[src/rtl/swizzle_pipe_if.sv]
// Request/result bundle for swizzle_pipe: request side (iValid/oReady + operands),
// result side (oValid/iReady + oResult) and the synchronous flush.
interface swizzle_pipe_if #(
  parameter int WIDTH = 32,
  parameter int LANES = 3,
  parameter int SEL_W = 2
);
  logic                     iFlush;
  logic                     iValid;
  logic                     oReady;
  logic [LANES*WIDTH-1:0]   iSource;
  logic [LANES*SEL_W-1:0]   iSelect;
  logic [LANES-1:0]         iNegate;
  logic [LANES-1:0]         iZero;
  logic                     oValid;
  logic                     iReady;
  logic [LANES*WIDTH-1:0]   oResult;

  modport master (
    output iFlush, iValid, iSource, iSelect, iNegate, iZero, iReady,
    input  oReady, oValid, oResult
  );

  modport slave (
    input  iFlush, iValid, iSource, iSelect, iNegate, iZero, iReady,
    output oReady, oValid, oResult
  );
endinterface

[src/rtl/swizzle_pipe.sv]
// Per-lane vector swizzle (select / negate / zero) feeding a 2-entry result FIFO
// with valid/ready on both sides; all outputs come straight from registers.
module swizzle_pipe #(
  parameter int WIDTH = 32,
  parameter int LANES = 3,
  parameter int SEL_W = 2
) (
  input logic         Clock,
  input logic         Reset,
  swizzle_pipe_if.slave bus
);
  localparam int DW = LANES * WIDTH;

  logic [DW-1:0] lane_s;
  logic          push_s;
  logic          pop_s;

  logic [DW-1:0] mem_q [2];
  logic [DW-1:0] mem_d [2];
  logic          wptr_q, wptr_d;
  logic          rptr_q, rptr_d;
  logic [1:0]    occ_q, occ_d;
  logic          ready_q, ready_d;
  logic          valid_q, valid_d;
  logic [DW-1:0] res_q, res_d;

  // Out-of-range selectors yield zero; zero beats negate; negate wraps modulo 2**WIDTH.
  function automatic logic [DW-1:0] swizzle(
    input logic [DW-1:0]          src,
    input logic [LANES*SEL_W-1:0] sel,
    input logic [LANES-1:0]       neg,
    input logic [LANES-1:0]       zero
  );
    logic [DW-1:0]    res;
    logic [SEL_W-1:0] idx;
    logic [WIDTH-1:0] v;
    res = {DW{1'b0}};
    for (int k = 0; k < LANES; k++) begin
      idx = sel[k*SEL_W +: SEL_W];
      v   = {WIDTH{1'b0}};
      for (int j = 0; j < LANES; j++) begin
        if (int'(idx) == j) begin
          v = src[j*WIDTH +: WIDTH];
        end else begin
          v = v;
        end
      end
      if (zero[k]) begin
        v = {WIDTH{1'b0}};
      end else if (neg[k]) begin
        v = {WIDTH{1'b0}} - v;
      end else begin
        v = v;
      end
      res[k*WIDTH +: WIDTH] = v;
    end
    return res;
  endfunction

  // Lane datapath for the request currently on the bus.
  always_comb begin
    lane_s = swizzle(bus.iSource, bus.iSelect, bus.iNegate, bus.iZero);
  end

  // FIFO next state; flush wins over push and pop, and output registers track the next head.
  always_comb begin
    push_s = bus.iValid && ready_q;
    pop_s  = valid_q && bus.iReady;
    mem_d  = mem_q;
    wptr_d = wptr_q;
    rptr_d = rptr_q;
    occ_d  = occ_q;
    if (bus.iFlush) begin
      wptr_d = 1'b0;
      rptr_d = 1'b0;
      occ_d  = 2'd0;
    end else begin
      case ({push_s, pop_s})
        2'b10: begin
          mem_d[wptr_q] = lane_s;
          wptr_d        = ~wptr_q;
          occ_d         = occ_q + 2'd1;
        end
        2'b01: begin
          rptr_d = ~rptr_q;
          occ_d  = occ_q - 2'd1;
        end
        2'b11: begin
          mem_d[wptr_q] = lane_s;
          wptr_d        = ~wptr_q;
          rptr_d        = ~rptr_q;
        end
        default: begin
          occ_d = occ_q;
        end
      endcase
    end
    ready_d = (occ_d != 2'd2);
    valid_d = (occ_d != 2'd0);
    if (occ_d != 2'd0) begin
      res_d = mem_d[rptr_d];
    end else begin
      res_d = {DW{1'b0}};
    end
  end

  // State registers; reset holds oReady low until the first edge after release.
  always_ff @(posedge Clock or negedge Reset) begin
    if (!Reset) begin
      for (int i = 0; i < 2; i++) begin
        mem_q[i] <= {DW{1'b0}};
      end
      wptr_q  <= 1'b0;
      rptr_q  <= 1'b0;
      occ_q   <= 2'd0;
      ready_q <= 1'b0;
      valid_q <= 1'b0;
      res_q   <= {DW{1'b0}};
    end else begin
      for (int i = 0; i < 2; i++) begin
        mem_q[i] <= mem_d[i];
      end
      wptr_q  <= wptr_d;
      rptr_q  <= rptr_d;
      occ_q   <= occ_d;
      ready_q <= ready_d;
      valid_q <= valid_d;
      res_q   <= res_d;
    end
  end

  assign bus.oReady  = ready_q;
  assign bus.oValid  = valid_q;
  assign bus.oResult = res_q;
endmodule

[src/flat_wrapper.sv]
// flat-port wrapper written by rule: the top's interface ports become plain ports
module swizzle_pipe_flat 
#(
  parameter int WIDTH = 32,
  parameter int LANES = 3,
  parameter int SEL_W = 2
)
  (Clock, Reset, bus_iFlush, bus_iValid, bus_iSource, bus_iSelect, bus_iNegate, bus_iZero, bus_iReady, bus_oReady, bus_oValid, bus_oResult);
  swizzle_pipe_if #(.WIDTH(WIDTH), .LANES(LANES), .SEL_W(SEL_W)) bus_i ();
  input logic Clock;
  input logic Reset;
  input wire logic [$bits(bus_i.iFlush)-1:0] bus_iFlush;
  input wire logic [$bits(bus_i.iValid)-1:0] bus_iValid;
  input wire logic [$bits(bus_i.iSource)-1:0] bus_iSource;
  input wire logic [$bits(bus_i.iSelect)-1:0] bus_iSelect;
  input wire logic [$bits(bus_i.iNegate)-1:0] bus_iNegate;
  input wire logic [$bits(bus_i.iZero)-1:0] bus_iZero;
  input wire logic [$bits(bus_i.iReady)-1:0] bus_iReady;
  output wire logic [$bits(bus_i.oReady)-1:0] bus_oReady;
  output wire logic [$bits(bus_i.oValid)-1:0] bus_oValid;
  output wire logic [$bits(bus_i.oResult)-1:0] bus_oResult;
  assign bus_i.iFlush = bus_iFlush;
  assign bus_i.iValid = bus_iValid;
  assign bus_i.iSource = bus_iSource;
  assign bus_i.iSelect = bus_iSelect;
  assign bus_i.iNegate = bus_iNegate;
  assign bus_i.iZero = bus_iZero;
  assign bus_i.iReady = bus_iReady;
  assign bus_oReady = bus_i.oReady;
  assign bus_oValid = bus_i.oValid;
  assign bus_oResult = bus_i.oResult;
  swizzle_pipe #(.WIDTH(WIDTH), .LANES(LANES), .SEL_W(SEL_W)) u_core (.Clock(Clock), .Reset(Reset), .bus(bus_i));
endmodule
[config.mk]
export PLATFORM = sky130hd
export DESIGN_NAME = swizzle_pipe_flat
export DESIGN_NICKNAME = d
export VERILOG_FILES = /design/src/rtl/swizzle_pipe_if.sv /design/src/rtl/swizzle_pipe.sv /design/src/flat_wrapper.sv
export SDC_FILE = /design/constraint.sdc
export NUM_CORES = 1
export LEC_CHECK = 0
export ABC_AREA = 0
export CAP_MARGIN = 15
export CORE_AREA = 2 2 232 257
export DETAILED_ROUTE_END_ITERATION = 10
export DIE_AREA = 0 0 234 259
export PLACE_DENSITY = 0.42
export SETUP_SLACK_MARGIN = 0.4
export SYNTH_ARGS = -nofsm -noshare
export SYNTH_HDL_FRONTEND = slang
export SYNTH_SLANG_ARGS = --single-unit
[constraint.sdc]
create_clock -name Clock -period 3.4 [get_ports Clock]
set_clock_uncertainty 0.15 [all_clocks]
set_input_delay 0.51 -clock Clock [delete_from_list [all_inputs] [get_ports Clock]]
set_output_delay 0.51 -clock Clock [all_outputs]
set_load 0.005 [all_outputs]
run_1/density.png
Scale bar: 50 um. 23 x 26 tiles, from dark blue (low) to red (high), 0 to 100% covered.
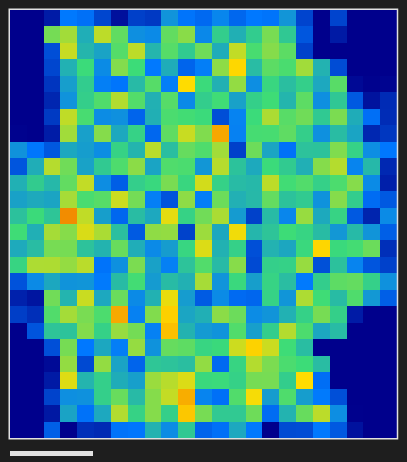
mean over tiles	37%
fullest tile	84%
tiles over 75% full	1.8%
nearly empty tiles	13%

run_1/final_congestion.png
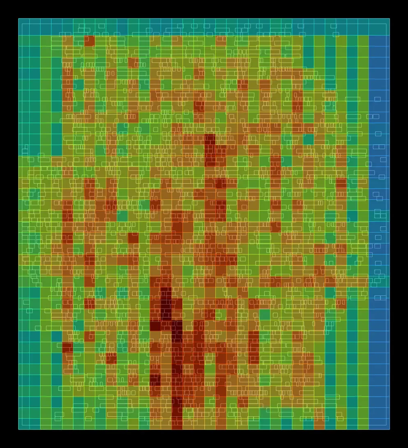
met2 Track Usage GR: 34.4%
post-route core utilization: 39.7%

run_1/drive_strength.png
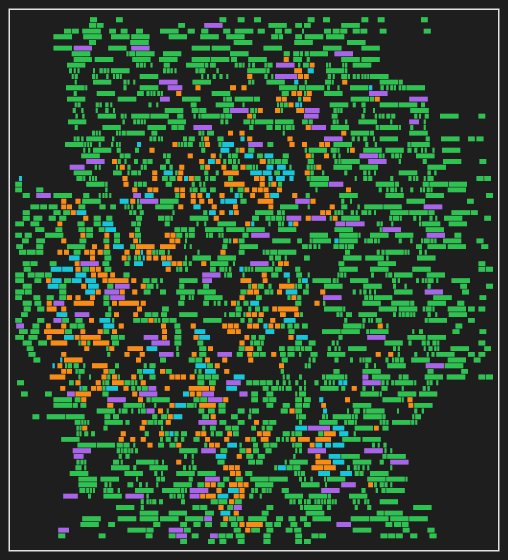
color	size	cells
cyan	drive 2	103
purple	drive 6 and up	88
orange	drive 3 to 4	355
green	drive 1 or less	1602

run_1/cell_classes.png
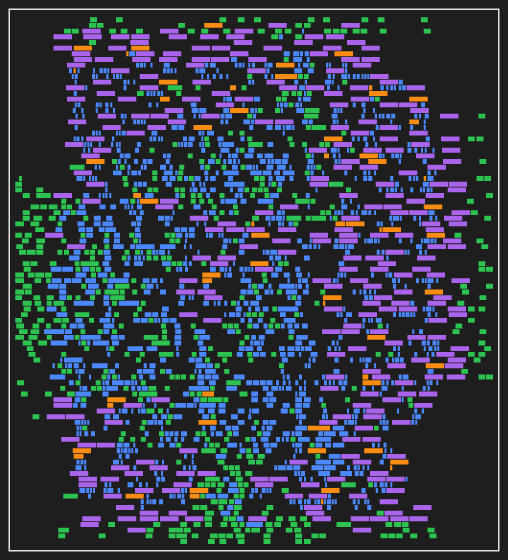
color	class	cells	share of their area
orange	clock drivers and dummy loads	59	5.2%
blue	all other logic	1239	38%
green	other buffers and delay cells	556	23%
purple	flops	294	33%

==> run summary, run 1 <==
Figures from the implementation reports.

- On the worst path, the slowest cell contributes a delay of 0.55 ns.
- The run finished with clean final reports.
- The first-pass iteration count of the detailed router reads 5.
- The placeable core region is 58100 um2.
- The count of library flops with an enable pin is 0.
- The cts-stage hold buffer count is 1.
- The top layer reached by signal wires is met4.
- Counting flops with an async set or reset pin after synthesis yields a share of 100%.
- The origin of the worst min-delay path reads u_core.mem_q[76]$_DFF_PN0_.
- The maximum root-to-sink buffer count is 3.
- In this run the layout overhead on the synthesized area is reported as 48.8%.
- The largest net degree at the start of global routing reads 87.
- Yosys reports that the leading cell type by area covers 47.4% of the netlist area.
- The path class of the tightest hold or removal check is flip-flop to flip-flop.
- The register bit count reported by yosys reads 294.
- In this run, power in flip-flops and latches comes to 5.29 mW.
- The arithmetic-cell share of the synthesized area counting full adders, half adders and majority gates reads 0.323%.
- The die covers 60600 um2.
- Per the gpl log, the routability congestion estimate is 0.882.
- In this run the number of H-tree levels came out at 2.
- The number of cells in the finished layout apart from fillers is 2909.
- STA shows the worst min-delay path finishing at u_core.mem_q[76]$_DFF_PN0_.
- The final number of hold-violating endpoints reads 0.
- Power comes to 14.3 mW.
- Global route summary, busiest routing layer listed as met2.
- The endpoint identified for the worst register-to-register timing path is u_core.bus.oResult[23]$_DFF_PN0_.
- The total global routing track utilization is 20.9%.
- The switching share of power is 34.3%.
- The cell family contributing the most delay on the critical path is simple AND/OR/NAND/NOR gates.
- The number of OpenROAD warnings reads 29.
- The total congestion overflow after global routing is 0.
- The later pin in the worst-skew pair is clocked with a latency of 0.56 ns.
- The met1 track utilization from global routing is 28.6%.
- After layout, the minimum clock period comes to 2.97 ns.
- The count of cell types in the netlist reads 61.
- For reference, the post-synthesis area per instance comes to 9.35 um2.
==> run 1: sequential cells by signal (all words and copies together) (netlist names) <==
name and count:
u_core.bus.oReady 1, u_core.bus.oResult 96, u_core.bus.oValid 1, u_core.mem_q 192
u_core.occ_q 2, u_core.rptr_q 1, u_core.wptr_q 1
==> run 1: metrics by stage <==
step	TNS [ns]	setup WS [ns]
after floorplan	0	0.204
after global placement	-19.45	-0.315
after detailed placement	-20.24	-0.327
after CTS	0	0.397
after global routing	0	0.358
final	0	0.426
==> run 1: layout make-up <==
cell class / instances / area [um2]
inverter: 21 / 78.8
fill: 5693 / 35000
tap: 760 / 951
multi-input combinational: 1218 / 8360
sequential: 294 / 7360
antenna: 1 / 2.50
timing repair buffer: 556 / 5180
clock buffer: 49 / 1010
clock inverter: 10 / 131
--- run 2 (diff from run 1) ---
--- a/config.mk
+++ b/config.mk
@@ -10,7 +10,8 @@
 export CORE_AREA = 2 2 232 257
 export DETAILED_ROUTE_END_ITERATION = 10
 export DIE_AREA = 0 0 234 259
-export PLACE_DENSITY = 0.42
+export DONT_BUFFER_PORTS = 1
+export PLACE_DENSITY = 0.37
 export SETUP_SLACK_MARGIN = 0.4
 export SYNTH_ARGS = -nofsm -noshare
 export SYNTH_HDL_FRONTEND = slang
run_2/density.png
Scale bar: 50 um. 23 x 26 tiles, from dark blue (low) to red (high), 0 to 100% covered.
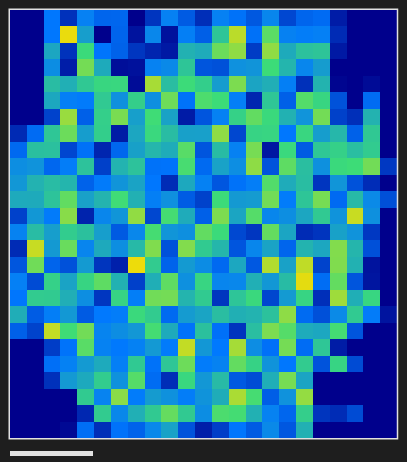
mean over tiles	29%
nearly empty tiles	14%
fullest tile	73%

run_2/cell_classes.png
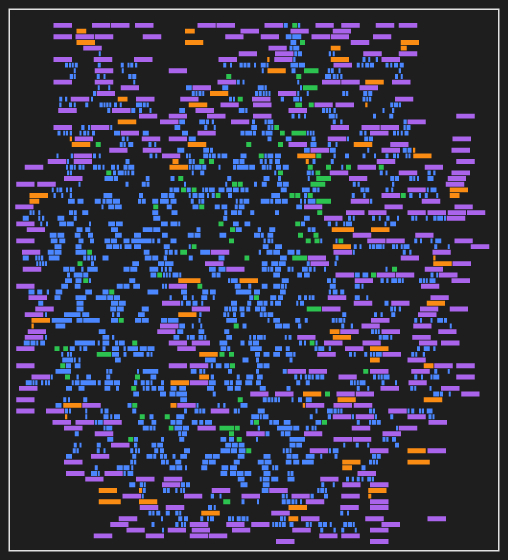
color	class	cells	share of their area
green	other buffers and delay cells	95	4.8%
purple	flops	294	42%
blue	all other logic	1239	45%
orange	clock drivers and dummy loads	69	7.6%

==> run 2 against run 1 <==
The run now ends with negative hold slack left. Routed wire length rose by 0.21%. Maximum frequency rose by 2.2%. Combinational power fell by about 30%. Count of clock-buffer cells in the layout rose by 10. Core utilization fell by 8.1 points. Sequential power rose by 1%. Final area fell by 20%. Largest cell class unchanged. Largest power group unchanged. Highest routed layer is now met5.
==> run summary, run 2 <==
Figures from the implementation reports.

- The number of I/O pins was 211 (unchanged).
- The number of antenna repair diodes reads 0 (was 1).
- The non-clock buffer contribution to total cell area is 4.60% (was 22.5%).
- The total design power reads 13.3 mW (was 14.3 mW).
- The wire length of the first global-routing pass is 93.1 mm (was 95.1 mm).
- The number of logic gates is 1218 (unchanged).
- The count of library flops with an enable pin reads 0 (unchanged).
- The flip-flop and latch area was 7360 um2 (unchanged).
- The cts-stage hold buffer count is 3 (was 1).
- The first-pass iteration count of the detailed router came to 6 (was 5).
- The top cell class by occupied area reads logic gates (unchanged).
- The type of the most critical hold path is input port to async pin (was flip-flop to flip-flop).
- The number of flip-flops under the largest register name is 192 (unchanged).
- The share of the synthesized netlist area taken by xor and xnor gates reads 4.63% (unchanged).
- The proportion of cell area occupied by registers reads 40.0% (was 31.9%).
- The clock latency on the worst-skew pair is 0.55 ns (was 0.56 ns).
- The number of cells in the finished layout apart from fillers reads 2457 (was 2909).
- The total congestion overflow after global routing reads 0 (unchanged).
- The final reports fail on negative hold slack.
- The global-route met2 utilization was 32.9% (was 34.4%).
- The final sum of negative setup slack was 0 ns (unchanged).
- The layout overhead on the synthesized area reads 18.6% (was 48.8%).
- The reg-to-reg critical path startpoint reads u_core.bus.oValid$_DFF_PN0_ (unchanged).
- The final-layout fill cell count is 5944 (was 5693).
- The worst-case reg-to-reg path depth is 9 (was 11).
- The most utilized layer in the global route result reads met2 (unchanged).
- The number of signal-net buffers in the layout is 95 (was 556).
- The clock distribution area overhead in the final layout reads 7.25% (was 4.94%).
- The count of cell types in the netlist came to 61 (unchanged).
- The number of well-tap cells placed was 760 (unchanged).
- The DRC marker count from the first detailed-route iteration reads 1026 (was 1041).
- The post-synthesis area per instance is 9.35 um2 (unchanged).
- The placeable core region reads 58100 um2 (unchanged).
- The worst reg2reg path endpoint reads u_core.bus.oResult[63]$_DFF_PN0_ (was u_core.bus.oResult[23]$_DFF_PN0_).
- The smallest hold slack was -0.479 ns (was 0.322 ns).
- The instance tally after logic synthesis came to 1659 (unchanged).
- The combinational gate area reads 7830 um2 (was 8360 um2).
- The cell area after technology mapping came to 15500 um2 (unchanged).
- The setup fix buffers added after clock tree synthesis is 0 (was 5).
- The worst slack at placement is 0.000496 ns (was -0.327 ns).
- The shortest period the worst path allows came to 2.91 ns (was 2.97 ns).
- The maximum root-to-sink buffer count is 3 (unchanged).
- The final critical-path setup slack is 0.490 ns (was 0.426 ns).
- The register bit count reported by yosys reads 294 (unchanged).
- The number of antenna violations at the first check in global routing reads 1 (unchanged).
- The top-area cell type share of the netlist area is 47.4% (unchanged).
- The number of nets still failing antenna checks after routing was 0 (unchanged).
- Top cells by count: sky130_fd_sc_hd__dfrtp_1, sky130_fd_sc_hd__nand2_1, sky130_fd_sc_hd__o21ai_0 (unchanged).
- The most frequent cell after synthesis reads sky130_fd_sc_hd__dfrtp_1 (unchanged).
- The final number of hold-violating endpoints came to 294 (was 0).
- The top layer reached by signal wires reads met5 (was met4).
- The fraction of synthesis flops using an asynchronous set or reset pin is 100% (unchanged).
- Run status: finished with violations (was completed).
- The worst supply voltage drop on vdd came to 0.373 mV (was 0.275 mV).
- The die footprint is 60600 um2 (unchanged).
- Cell types occupying the most area after synthesis: sky130_fd_sc_hd__dfrtp_1, sky130_fd_sc_hd__nand2_1, sky130_fd_sc_hd__mux2i_1 (unchanged).
- The arithmetic-cell share of the synthesized area counting full adders, half adders and majority gates came to 0.323% (unchanged).
- The inverter count of the layout excluding clock inverters reads 21 (unchanged).
- The met1 track utilization from global routing is 28.1% (was 28.6%).
- The final weighted congestion of routability-driven global placement came to 0.870 (was 0.882).
- The utilization of the core after routing reads 31.7% (was 39.7%).
- The logic share of the area was 42.6% (was 36.2%).
- The total global routing track utilization reads 21.1% (was 20.9%).
- The clock-pin slew reported for the worst setup and hold paths after clock tree synthesis reads 0.06 ns (about the same).
- The number of clock buffers in the layout reads 59 (was 49).
- The largest net degree at the start of global routing came to 295 (was 87).
- The number of OpenROAD warnings was 32 (was 29).
- The routing usage on met3 is 6.52% (was 2.70%).
- The number of levels the H-tree was split into came to 2 (unchanged).
- The via count of the first global-routing pass was 13000 (was 14900).
- The count of sequential standard cells reads 294 (unchanged).
- The launching instance or port of the critical path is u_core.bus.oValid$_DFF_PN0_ (was bus_iSelect[2]).
- The top register by number of flip-flops is u_core.mem_q (unchanged).
- The wire length on met3 is 5.16 mm (was 2.68 mm).
- The complex-gate fraction of the synthesized area is 21.4% (unchanged).
run_2/wire_density.png
Scale bar: 50 um. 23 x 26 tiles, from dark blue (low) to red (high), scaled to the fullest tile. Values are wire area over tile area, all layers added.
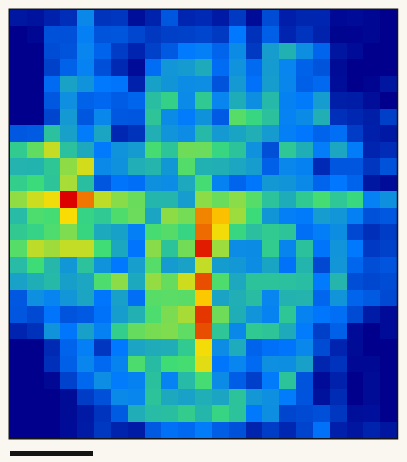
tiles over half the peak	13%
mean over tiles	0.17
fullest tile	0.61
nearly empty tiles	9.0%

## run 2: critical path, cell delays in order (launching register included)
cell                      delay [ns]
sky130_fd_sc_hd__dfrtp_1        0.37
sky130_fd_sc_hd__and2_1         0.18
sky130_fd_sc_hd__ha_1           0.31
sky130_fd_sc_hd__or3_1          0.40
sky130_fd_sc_hd__a21oi_2        0.24
sky130_fd_sc_hd__nor2_4         0.08
sky130_fd_sc_hd__inv_1          0.12
sky130_fd_sc_hd__nand3_1        0.19
sky130_fd_sc_hd__buf_4          0.28
sky130_fd_sc_hd__o31ai_1        0.43
## run 2: power by group
group	switching [mW]	internal, mW
Sequential	0.563	4.80
Clock	1.61	2.67
Combinational	2.33	1.31
Total	4.51	8.78
--- run 3 (diff from run 2) ---
--- a/config.mk
+++ b/config.mk
@@ -5,11 +5,11 @@
 export SDC_FILE = /design/constraint.sdc
 export NUM_CORES = 1
 export LEC_CHECK = 0
-export ABC_AREA = 0
+export ABC_AREA = 1
 export CAP_MARGIN = 15
-export CORE_AREA = 2 2 232 257
+export CORE_AREA = 2 2 248 275
 export DETAILED_ROUTE_END_ITERATION = 10
-export DIE_AREA = 0 0 234 259
+export DIE_AREA = 0 0 250 277
 export DONT_BUFFER_PORTS = 1
 export PLACE_DENSITY = 0.37
 export SETUP_SLACK_MARGIN = 0.4
==> run 3 against run 2 <==
Highest routed layer is now met4. Flip-flop count unchanged. First-iteration DRC count up 21%. Synthesized cell count up 55%. The flow still finishes with violations (negative hold slack). Critical endpoint is now u_core.bus.oResult[7]$_DFF_PN0_. Final area up 8.8%. Cell count up 40%. Global-route usage up 0.53 points. Via count up 28%.
==> run summary, run 3 <==
Figures from the implementation reports.

- Run status: finished with violations (unchanged).
- Violations in the final reports: negative hold slack (unchanged).
- The wire length on met3 reads 6.12 mm (was 5.16 mm).
- The clock latency on the worst-skew pair is 0.53 ns (was 0.55 ns).
- The type of the most critical hold path was input port to async pin (unchanged).
- The worst-case reg-to-reg path depth reads 11 (was 9).
- The arrival time of data at the critical path endpoint is 3.06 ns (was 3.14 ns).
- The flip-flop and latch area is 7360 um2 (unchanged).
- The sequential cell power came to 5.42 mW (was 5.36 mW).
- The max-capacitance violation count is 0 (unchanged).
- Cell types occupying the most area after synthesis: sky130_fd_sc_hd__dfrtp_1, sky130_fd_sc_hd__nand2_1, sky130_fd_sc_hd__nor2_1 (was sky130_fd_sc_hd__dfrtp_1, sky130_fd_sc_hd__nand2_1, sky130_fd_sc_hd__mux2i_1).
- The cell area after technology mapping reads 17800 um2 (was 15500 um2).
- The shortest period the worst path allows reads 2.80 ns (was 2.91 ns).
- The count of cell types in the netlist is 41 (was 61).
- The top layer reached by signal wires reads met4 (was met5).
- The top register by number of flip-flops is u_core.mem_q (unchanged).
- The final number of hold-violating endpoints is 294 (unchanged).
- The setup fix buffers added after clock tree synthesis is 0 (unchanged).
- The total congestion overflow after global routing is 0 (unchanged).
- The total design power is 13.3 mW (about the same).
- The part of the total power dissipated in sequential elements is 40.8% (was 40.3%).
- The worst reg2reg path endpoint reads u_core.bus.oResult[7]$_DFF_PN0_ (was u_core.bus.oResult[63]$_DFF_PN0_).
- The number of cells in the finished layout apart from fillers is 3442 (was 2457).
- The final-layout fill cell count came to 7363 (was 5944).
- The via count of the first global-routing pass reads 16000 (was 13000).
- The layout overhead on the synthesized area is 12.7% (was 18.6%).
- The complex-gate fraction of the synthesized area is 9.14% (was 21.4%).
- The smallest hold slack is -0.471 ns (was -0.479 ns).
- The final sum of negative setup slack reads 0 ns (unchanged).
- The DRC marker count from the first detailed-route iteration reads 1237 (was 1026).
- The reg-to-reg critical path startpoint is u_core.bus.oReady$_DFF_PN0_ (was u_core.bus.oValid$_DFF_PN0_).
- The switching power total is 4.80 mW (was 4.51 mW).
- The post-synthesis area per instance reads 6.89 um2 (was 9.35 um2).
- The number of OpenROAD warnings is 31 (was 32).
- The most frequent cell on the critical path is sky130_fd_sc_hd__o21ai_0.
- The most frequent cell after synthesis reads sky130_fd_sc_hd__nand2_1 (was sky130_fd_sc_hd__dfrtp_1).
- The number of nets still failing antenna checks after routing came to 0 (unchanged).
- The first-pass iteration count of the detailed router reads 5 (was 6).
- The worst slew slack as a fraction of its limit is 36.0% (was 38.6%).
- The utilization of the core after routing was 30.0% (was 31.7%).
- The number of levels the H-tree was split into is 2 (unchanged).
- The met1 track utilization from global routing is 30.2% (was 28.1%).
- The largest net degree at the start of global routing came to 295 (unchanged).
- The cell family contributing the most delay on the critical path is simple AND/OR/NAND/NOR gates (unchanged).
- Cell chain of the critical path: nand2_1 -> ha_1 -> inv_1 -> o21ai_0 -> a21oi_1 -> or2_2 -> nand3_1 -> nand2_8 -> buf_12 -> o21ai_0 -> nor2_1 (was and2_1 -> ha_1 -> or3_1 -> a21oi_2 -> nor2_4 -> inv_1 -> nand3_1 -> buf_4 -> o31ai_1).
- The buffer and inverter count on the worst path came to 2 (unchanged).
- Top cells by count: sky130_fd_sc_hd__nand2_1, sky130_fd_sc_hd__nor2_1, sky130_fd_sc_hd__dfrtp_1 (was sky130_fd_sc_hd__dfrtp_1, sky130_fd_sc_hd__nand2_1, sky130_fd_sc_hd__o21ai_0).
- The clock-pin slew reported for the worst setup and hold paths after clock tree synthesis reads 0.06 ns (about the same).
- The count of port buffers added during placement reads 0 (unchanged).
- The final critical-path setup slack is 0.597 ns (was 0.490 ns).
- The number of cells on the critical path is 11 (was 9).
- The instance tally after logic synthesis is 2578 (was 1659).
- The most utilized layer in the global route result is met2 (unchanged).
- The cell with the biggest individual delay on the critical path is sky130_fd_sc_hd__dfrtp_1 (was sky130_fd_sc_hd__o31ai_1).
- The required time of the critical path is 3.66 ns (was 3.63 ns).
- The launching instance or port of the critical path reads u_core.bus.oReady$_DFF_PN0_ (was u_core.bus.oValid$_DFF_PN0_).
- The cts-stage hold buffer count is 2 (was 3).
- The routed wire length reads 76.0 mm (was 64.1 mm).
- The worst slack at placement is -0.00744 ns (was 0.000496 ns).
- The clock power share is 29.5% (was 32.3%).
- The logic gate share of total power is 29.7% (was 27.4%).
- The internal power component came to 8.50 mW (was 8.78 mW).
- The top power consumer group is sequential cells (unchanged).
- The count of library flops with an enable pin is 0 (unchanged).
- The worst supply voltage drop on vdd reads 0.259 mV (was 0.373 mV).
- The wire length of the first global-routing pass is 112 mm (was 93.1 mm).
- The combinational gate area is 9060 um2 (was 7830 um2).
- The arithmetic-cell share of the synthesized area counting full adders, half adders and majority gates reads 0.282% (was 0.323%).
- The peak per-stage delay on the critical path reads 0.39 ns (was 0.43 ns).
- The die footprint is 69300 um2 (was 60600 um2).
- The combinational cell power reads 3.95 mW (was 3.64 mW).
- The maximum root-to-sink buffer count is 3 (unchanged).
- The top-area cell type share of the netlist area reads 41.4% (was 47.4%).
- The fraction of synthesis flops using an asynchronous set or reset pin is 100% (unchanged).
- The number of I/O pins is 211 (unchanged).
run 3: netlist changes by cell type after synthesis, moves of 84 or more:
| cell | previous run | this run |
|---|---|---|
| sky130_fd_sc_hd__nand3_1 | 13 | 263 |
| sky130_fd_sc_hd__nand2_1 | 287 | 778 |
| sky130_fd_sc_hd__o21ai_0 | 195 | 111 |
| sky130_fd_sc_hd__mux2i_1 | 100 | 0 |
| sky130_fd_sc_hd__inv_1 | 21 | 178 |
| sky130_fd_sc_hd__nor2_1 | 101 | 451 |
run 3: final cells by class:
cell class	count	share of cell area [%]
sequential	294	36.8
multi-input combinational	1963	45.3
clock inverter	9	0.575
tap	867	5.42
antenna	1	0.0125
clock buffer	53	5.48
inverter	198	3.75
timing repair buffer	57	2.73
run_3/density.png
Scale bar: 100 um. 25 x 28 tiles, from dark blue (low) to red (high), 0 to 100% covered.
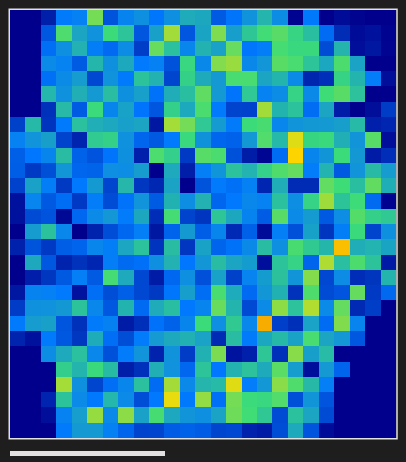
fullest tile	80%
tiles over 75% full	0.40%
nearly empty tiles	11%

run_3/wire_density.png
Scale bar: 100 um. 25 x 28 tiles, from dark blue (low) to red (high), scaled to the fullest tile. Values are wire area over tile area, all layers added.
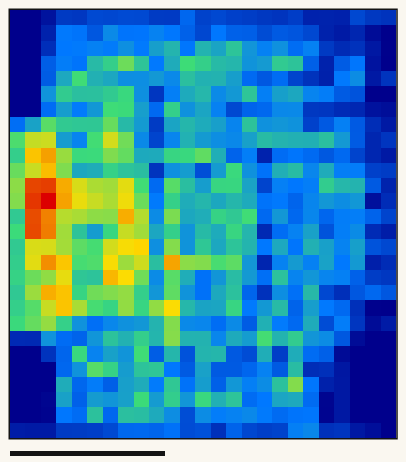
fullest tile	0.57
densest ninth of the die	left middle
tiles over half the peak	15%
nearly empty tiles	7.9%
mean over tiles	0.18

run_3/final_congestion.png
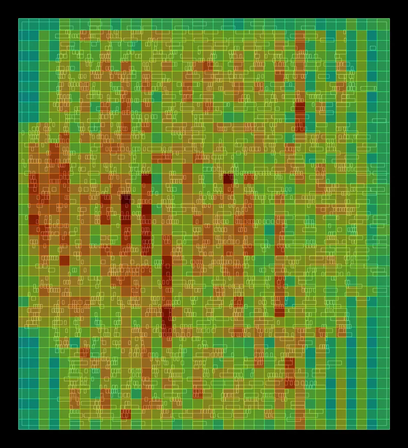
overall global routing resource usage: 21.7%
GR met3 Demand/Resource: 6.12%

Power is estimated from default activity; no workload was simulated.
